## src/rtl/calc_pkg.sv

```systemverilog
// Shared definitions for the calculator driver: op codes, packed-bus bit positions,
// driver FSM states and the shadow-accumulator arithmetic.
package calc_pkg;

  typedef enum logic [1:0] {
    OP_ADD = 2'b00,
    OP_SUB = 2'b01,
    OP_XOR = 2'b10,
    OP_SHL = 2'b11
  } calc_op_t;

  localparam int unsigned CALC_CLK      = 0;
  localparam int unsigned CALC_RST      = 1;
  localparam int unsigned CALC_EN       = 2;
  localparam int unsigned CALC_OPND_LSB = 3;
  localparam int unsigned CALC_OPND_MSB = 5;
  localparam int unsigned CALC_OP_LSB   = 6;
  localparam int unsigned CALC_OP_MSB   = 7;

  typedef enum logic [2:0] {
    ST_INIT,
    ST_IDLE,
    ST_ARM,
    ST_FIRE,
    ST_CAPTURE,
    ST_RESP
  } calc_state_t;

  // 8-bit modulo arithmetic matching the calculator; SHL drops bits past bit 7.
  function automatic logic [7:0] calc_apply(input calc_op_t op, input logic [7:0] acc,
                                            input logic [2:0] opnd);
    logic [7:0] res;
    res = acc;
    case (op)
      OP_ADD:  res = acc + {5'b0, opnd};
      OP_SUB:  res = acc - {5'b0, opnd};
      OP_XOR:  res = acc ^ {5'b0, opnd};
      OP_SHL:  res = acc << opnd;
      default: res = acc;
    endcase
    return res;
  endfunction

endpackage

```

## src/rtl/calc_clock_gen.sv

```systemverilog
// Calculator clock generator: low phase then high phase of HALF_PERIOD system cycles each,
// with start/end-of-cycle strobes; held low and rewound while run is low.
module calc_clock_gen #(
  parameter int unsigned HALF_PERIOD = 2
) (
  input  logic clock,
  input  logic reset,
  input  logic run,
  output logic calc_clk,
  output logic cyc_start,
  output logic cyc_end
);

  localparam int unsigned CW = (HALF_PERIOD > 1) ? $clog2(HALF_PERIOD) : 1;
  localparam logic [CW-1:0] LAST = CW'(HALF_PERIOD - 1);

  logic [CW-1:0] cnt_q;
  logic          phase_q;

  always_ff @(posedge clock or negedge reset) begin
    if (!reset) begin
      cnt_q   <= '0;
      phase_q <= 1'b0;
    end else if (!run) begin
      cnt_q   <= '0;
      phase_q <= 1'b0;
    end else if (cnt_q == LAST) begin
      cnt_q   <= '0;
      phase_q <= ~phase_q;
    end else begin
      cnt_q   <= cnt_q + CW'(1);
    end
  end

  always_comb begin
    calc_clk  = run & phase_q;
    cyc_start = run & ~phase_q & (cnt_q == '0);
    cyc_end   = run & phase_q & (cnt_q == LAST);
  end

endmodule

```

## src/rtl/calc_driver.sv

```systemverilog
// Host-side driver for the packed-byte calculator: sequences INIT/ARM/FIRE calc cycles,
// captures the result and checks it against a shadow accumulator.
module calc_driver
  import calc_pkg::*;
#(
  parameter int unsigned HALF_PERIOD = 2
) (
  input  logic       clock,
  input  logic       reset,
  input  logic       cmd_valid,
  output logic       cmd_ready,
  input  logic       cmd_clear,
  input  logic [1:0] cmd_op,
  input  logic [2:0] cmd_operand,
  output logic [7:0] calc_in,
  input  logic [7:0] calc_out,
  output logic       rsp_valid,
  input  logic       rsp_ready,
  output logic [7:0] rsp_data,
  output logic       rsp_mismatch
);

  calc_state_t state_q, state_d;

  logic       run;
  logic       calc_clk;
  logic       cyc_start;
  logic       cyc_end;
  logic       accept;

  logic       clr_q;
  calc_op_t   op_q;
  logic [2:0] opnd_q;
  logic [7:0] shadow_q;
  logic [7:0] shadow_nxt;
  logic [7:0] rsp_data_q;
  logic       rsp_mism_q;

  calc_clock_gen #(
    .HALF_PERIOD(HALF_PERIOD)
  ) u_clk_gen (
    .clock     (clock),
    .reset     (reset),
    .run       (run),
    .calc_clk  (calc_clk),
    .cyc_start (cyc_start),
    .cyc_end   (cyc_end)
  );

  always_ff @(posedge clock or negedge reset) begin
    if (!reset) state_q <= ST_INIT;
    else        state_q <= state_d;
  end

  always_comb begin
    state_d   = state_q;
    run       = 1'b0;
    cmd_ready = 1'b0;
    rsp_valid = 1'b0;
    accept    = 1'b0;
    case (state_q)
      ST_INIT: begin
        run = 1'b1;
        if (cyc_end) state_d = ST_IDLE;
      end
      ST_IDLE: begin
        cmd_ready = 1'b1;
        accept    = cmd_valid;
        if (cmd_valid) state_d = ST_ARM;
      end
      ST_ARM: begin
        run = 1'b1;
        if (cyc_end) state_d = clr_q ? ST_CAPTURE : ST_FIRE;
      end
      ST_FIRE: begin
        run = 1'b1;
        if (cyc_end) state_d = ST_CAPTURE;
      end
      ST_CAPTURE: begin
        state_d = ST_RESP;
      end
      ST_RESP: begin
        rsp_valid = 1'b1;
        if (rsp_ready) state_d = ST_IDLE;
      end
      default: state_d = ST_INIT;
    endcase
  end

  always_comb begin
    shadow_nxt = clr_q ? '0 : calc_apply(op_q, shadow_q, opnd_q);
  end

  always_ff @(posedge clock or negedge reset) begin
    if (!reset) begin
      clr_q      <= 1'b0;
      op_q       <= OP_ADD;
      opnd_q     <= '0;
      shadow_q   <= '0;
      rsp_data_q <= '0;
      rsp_mism_q <= 1'b0;
    end else begin
      if (accept) begin
        clr_q  <= cmd_clear;
        op_q   <= calc_op_t'(cmd_op);
        opnd_q <= cmd_operand;
      end
      if (state_q == ST_INIT && cyc_start) begin
        shadow_q <= '0;
      end
      if (state_q == ST_CAPTURE) begin
        shadow_q   <= shadow_nxt;
        rsp_data_q <= calc_out;
        rsp_mism_q <= (calc_out != shadow_nxt);
      end
    end
  end

  // Field bits are decoded from state and latches, which only move on calc-cycle boundaries.
  always_comb begin
    calc_in = '0;
    calc_in[CALC_CLK] = calc_clk;
    calc_in[CALC_RST] = (state_q == ST_INIT) || (state_q == ST_ARM && clr_q);
    calc_in[CALC_EN]  = (state_q == ST_FIRE);
    calc_in[CALC_OPND_MSB:CALC_OPND_LSB] = opnd_q;
    calc_in[CALC_OP_MSB:CALC_OP_LSB]     = op_q;
  end

  assign rsp_data     = rsp_data_q;
  assign rsp_mismatch = rsp_mism_q;

endmodule

```

## config.mk

```make
export PLATFORM = sky130hd
export DESIGN_NAME = calc_driver
export DESIGN_NICKNAME = d
export VERILOG_FILES = /design/src/rtl/calc_pkg.sv /design/src/rtl/calc_clock_gen.sv /design/src/rtl/calc_driver.sv
export SDC_FILE = /design/constraint.sdc
export NUM_CORES = 1
export LEC_CHECK = 0
export ABC_AREA = 1
export CORE_ASPECT_RATIO = 0.9
export CORE_MARGIN = 1
export CORE_UTILIZATION = 53
export DETAILED_ROUTE_END_ITERATION = 12
export GPL_TIMING_DRIVEN = 0
export PLACE_DENSITY = 0.76
export SYNTH_ARGS = -nofsm -noshare
export SYNTH_HDL_FRONTEND = slang
export SYNTH_SLANG_ARGS = --single-unit
```

## constraint.sdc

```tcl
create_clock -name clock -period 3.5 [get_ports clock]
set_clock_uncertainty 0.05 [all_clocks]
set_input_delay 0.35 -clock clock [delete_from_list [all_inputs] [get_ports clock]]
set_output_delay 0.35 -clock clock [all_outputs]
set_load 0.01 [all_outputs]
```

**Run 1: close-up of the layout**

Window x 19 to 49, y 29 to 59 um. Cells in grey, sequential cells in the stronger grey; small squares are vias.
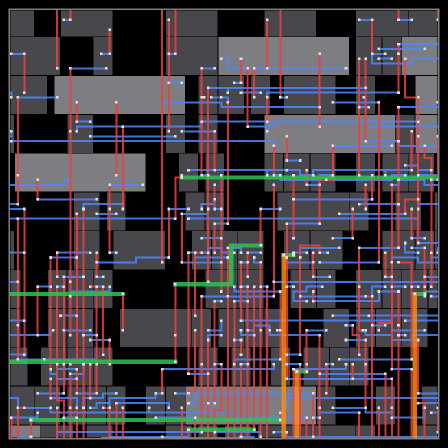
Key: blue = M1; red = M2; orange = M4; green = M3
88 logic cells have their middle in the window. Netlist names of flops here include rsp_data (3), shadow_q (2). Most frequent: nand2_1 (26), nand3_1 (12), clkdlybuf4s50_1 (9). Sequential cells in the window: 5.

**Run 1: logic cells by family**

Scale: 6 px per um.
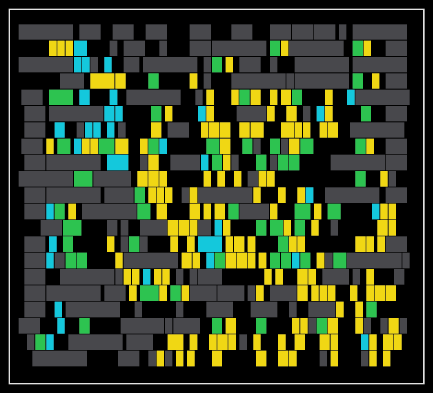
Key: yellow = nand cells [cells 146, most used nand2_1]; green = aoi and oai cells [cells 52, most used a21oi_1]; cyan = nor cells [cells 33, most used nor2_1, where widely spread]
fin cells: 408
combinational share of cell area: 0.467

==> run_results.csv, run 1 <==
group,metric,value,unit
setup_path,path_delay_family,"adder cells",
clocking,clkSlewWorstSetupHoldPaths,0.10,ns
timing,worstMarginPinSlew,0.632,ns
global_routing,grtUsageMet3,0.0441,
timing,period_needed,2.73,ns
synthesis,async_flop_share,1.00,
pwr,power.internal,0.00123,W
detailed_routing,final_antenna_net_count,0,
global_routing,track_usage,0.274,
place,routabilityCongestion,0.914,
detailed_routing,initialDrtViolationCount,139,
floorplanning,core,3780,um2
synthesis,ys_warn_count,0,
floorplanning,initial_core_util,0.563,
global_routing,grt_max_degree,29,
job,warnings,27,
floorplanning,dieHeight,62.2,um
clocking,cts_buffer_depth,2,
detailed_routing,vias_per_cell,5.39,
detailed_routing,drc,0,
synthesis,ys_seq_share,0.329,
detailed_routing,top_layer,"met4",
pwr,switchingPower,0.00122,W
outcome,status,"complete, no violations",
setup_path,ff2ff_path_depth,16,
setup_path,reg2reg_from,"opnd_q[1]",
global_routing,grtUsageMet2,0.460,
timing,setup-violations-final,0,
global_routing,use_met1,0.353,
timing,tns,0,ns
floorplanning,die-area,4280,um2
layout,nets,392,
clocking,h-tree-depth,1,
place,numPortBuffers,36,
synthesis,fp_nets,351,
timing,slew_violations,0,
layout,lay_top_count,"nand2_1",
setup_path,path_max_fanout,10,
timing,max_freq,367,MHz
global_routing,grt_pass1_wl,8980,um
synthesis,yosys_cells,322,
detailed_routing,wl_met1,2380,um
setup_path,cp-endpoint,"rsp_mismatch",
synthesis,synth.distinct_cells,32,
setup_path,start_kind,"flip-flop",
detailed_routing,wl_met3,220,um
synthesis,syn_area,2130,um2
pwr,top_power_group,"combinational logic",
setup_path,cp.depth,16,
pwr,seqPwrFrac,0.249,
detailed_routing,route.met2.wl,2430,um
timing,fin_crit_sh,0.779,
pwr,leakagePower,1.32,nW
setup_path,reg2reg_slack,0.77,ns
floorplanning,rows,21,
setup_path,crit_top_cell,"nand2_1",
layout,final_core_util,0.687,
pwr,pg_clk,0.000202,W
setup_path,worst_path_max_delay_cell,"dfrtp_1",
**Run 1: metal layers overlaid**

Scale: 6 px per um. Two of the layers only.
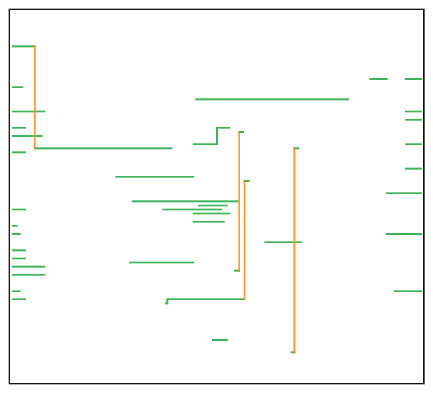
Key: orange = M4 [wire length 93.8 um]; green = M3 [wire length 221 um]

run 1: through the flow:
| step | area [um2] | std cells | power (W) | worst slack, ns |
|---|---|---|---|---|
| 2_1_floorplan | 2130 | 322 | 0.00174 | 1.03 |
| 3_3_place_gp | 2550 | 404 | 0.00222 | 0.820 |
| 3_5_place_dp | 2550 | 404 | 0.00225 | 0.790 |
| 4_1_cts | 2600 | 408 | 0.00246 | 0.768 |
| 5_1_grt | 2600 | 408 | 0.00273 | 0.393 |
| 6_report | 2600 | 408 | 0.00246 | 0.774 |
run 1: Yosys cell counts, drive strengths merged (2+ instances only):
cell type,number,area [um2]
nor2,29,119
inv,42,158
ha,10,125
clkbuf,2,7.51
nand4,2,12.5
o21ai,22,118
a21oi,20,104
a31oi,2,12.5
buf,5,33.8
nand3,39,195
nand2,104,400
o211ai,2,15.0
o22ai,5,31.3
dfrtp,28,701
nor3,4,25.0
run 1: layout make-up:
cell class | count | share of cell area
well taps | 46 | 0.0221
repair buffers | 36 | 0.137
multi-input cells | 244 | 0.467
flip-flops and latches | 28 | 0.270
clock buffers | 4 | 0.0212
plain buffers | 7 | 0.0159
inverters | 43 | 0.0674
run 1: logic make-up (layout without fill, tap and decap cells):
family | count (synthesis) | after routing | share of synthesized area
buf+inv | 50 | 90 | 0.102
fa+ha+maj | 11 | 11 | 0.0681
compound gates | 52 | 52 | 0.137
simple gates | 181 | 181 | 0.365
flops | 28 | 28 | 0.329
run 1: sequential cells by signal (all words and copies together) (netlist names):
name / count
clr_q: 1
shadow_q: 8
rsp_data: 8
op_q: 2
u_clk_gen.cnt_q: 1
u_clk_gen.phase_q: 1
state_q: 3
rsp_mismatch: 1
opnd_q: 3
--- run 2 (diff from run 1) ---
CORE_UTILIZATION = 48   (was 53)
PLACE_DENSITY = 0.72   (was 0.76)
clock period = 2.4 ns   (was 3.5 ns; I/O delays follow)
==> run 2 against run 1 <==
Against the previous run: maximum frequency is 14% higher; core utilization is 1.7 points higher; via count up 2.5%; combinational power up 82%; die size up 10%; synthesized cell count is the same; power up 74%; clock power grew 89%; non-clock buffer count rose by 13; flip-flop count unchanged; synthesized area is the same; critical path type unchanged; largest cell class unchanged; largest power group unchanged.
==> run_results.csv, run 2 <==
group,metric,value,unit
global_routing,grt_max_degree,29,
synthesis,synth.most_common_cell,"nand2_1",
pwr,seqPwrFrac,0.211,
setup_path,crit_top_cell,"nand2_1",
detailed_routing,initialDrtViolationCount,181,
floorplanning,rows,22,
setup_path,path_max_fanout,5,
clocking,cts_buffer_depth,2,
synthesis,top_cells_by_count,"nand2_1, nand3_1, inv_1",
setup_path,start_kind,"flip-flop",
layout,num-fill-cells,370,
floorplanning,dieHeight,65.2,um
pwr,switchingPower,0.00208,W
timing,period_needed,2.39,ns
layout,layout-drive-gt1-share,0.197,
floorplanning,core,4160,um2
timing,fin_ws,0.00851,ns
detailed_routing,final_antenna_net_count,0,
synthesis,async_flop_share,1.00,
synthesis,synth_top_area_share,0.329,
place,pre_cts_ws,-0.257,ns
timing,tns,0,ns
pwr,power.internal,0.00218,W
synthesis,top_area_cell,"dfrtp_1",
synthesis,syn_area,2130,um2
hold_path,hp-class,"flip-flop to flip-flop",
job,warnings,28,
pwr,leakagePower,1.40,nW
synthesis,fp_nets,351,
detailed_routing,wl_met3,299,um
setup_path,reg2reg_from,"opnd_q[0]",
pwr,p_comb_frac,0.699,
outcome,status,"complete, no violations",
pwr,total_power,0.00426,W
timing,slew_violations,0,
clocking,h-tree-depth,1,
synthesis,top_cells_by_area,"dfrtp_1, nand2_1, nand3_1, ha_1, inv_1",
synthesis,synth.distinct_cells,32,
layout,lay_top_count,"nand2_1",
floorplanning,die-area,4710,um2
synthesis,ys_warn_count,0,
layout,stdcell_area,2930,um2
timing,setup-violations-final,0,
place,postPlaceCellArea,2570,um2
detailed_routing,wl_met1,2870,um
detailed_routing,drc,0,
setup_path,reg2reg_slack,0.009,ns
floorplanning,initial_core_util,0.513,
layout,fin_cells,435,
timing,worstMarginPinSlew,0.654,ns
detailed_routing,first_pass_iters,4,
detailed_routing,top_layer,"met4",
place,routabilityCongestion,0.894,
setup_path,path_delay_family,"simple AND/OR/NAND/NOR gates",
setup_path,ff2ff_path_depth,18,
timing,fin_crit_sh,0.996,
clocking,clkSlewWorstSetupHoldPaths,0.10,ns
synthesis,yosys_cells,322,
place,numPortBuffers,36,
synthesis,ys_seq_share,0.329,
synthesis,syn_avg_cell_area,6.62,um2
global_routing,track_usage,0.262,
detailed_routing,route.met2.wl,2570,um
pwr,cellPowerDensity,1460,nW/um2
floorplanning,die_x,72.2,um
global_routing,grt_pass1_wl,9560,um
setup_path,cp.depth,18,
layout,nets,405,
setup_path,worst_path_max_delay_cell,"dfrtp_2",
place,placedCellCount,418,
-- run 2: logic make-up after synthesis --
group,share of synthesized area
AND-OR/OR-AND,0.137
adder cells (fa/ha/maj),0.0681
buffers and inverters,0.102
flip-flops,0.329
AND/OR/NAND/NOR,0.365
-- run 2: metal layers --
layer  track usage  vias up
met5             0        -
met4        0.0637        0
met3        0.0230        4
met2         0.416       64
met1         0.384     1037
li1              -     1150
-- run 2: how the worst max path moves through the flow --
stage	startpoint	end	slack, ns
6_report	opnd_q[0]	rsp_mismatch	0.009
4_1_cts	opnd_q[1]	rsp_mismatch	0.0009
3_3_place_gp	opnd_q[1]	rsp_mismatch	-0.22
5_1_grt	opnd_q[0]	rsp_mismatch	-0.13
3_5_place_dp	opnd_q[0]	rsp_mismatch	-0.26
2_1_floorplan	opnd_q[1]	rsp_mismatch	0.005
-- run 2: power by group through the flow --
| stage | clock (W) | combinational [W] | sequential (W) |
|---|---|---|---|
| final | 0.000382 | 0.00298 | 0.000902 |
| after floorplan | 0 | 0.00163 | 0.000904 |
| after global placement | 0 | 0.00236 | 0.000892 |
| after CTS | 0.000393 | 0.00272 | 0.000886 |
| after detailed placement | 0 | 0.00240 | 0.000891 |
| after global routing | 0.000402 | 0.00328 | 0.000933 |
-- run 2: area by class of cell --
| type | instances | area [um2] | share of cell area |
|---|---|---|---|
| plain buffers | 6 | 36.3 | 0.0124 |
| clock buffers | 3 | 41.3 | 0.0141 |
| clock inverters | 1 | 30.0 | 0.0103 |
| inverters | 43 | 190 | 0.0650 |
| multi-input cells | 244 | 1390 | 0.474 |
| flip-flops and latches | 28 | 703 | 0.240 |
| well taps | 60 | 75.1 | 0.0257 |
| repair buffers | 50 | 463 | 0.158 |
**Run 2: track usage over the die**

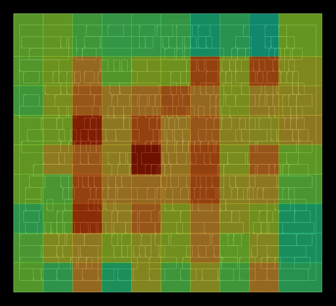
gr busiest metal: met2
met3 GRT Util: 0.0230
wire per inst: 13.3 um
Final Util: 0.704
met1 usage: 0.384

Power figures rest on the tool's default switching activity, not on a simulated workload.
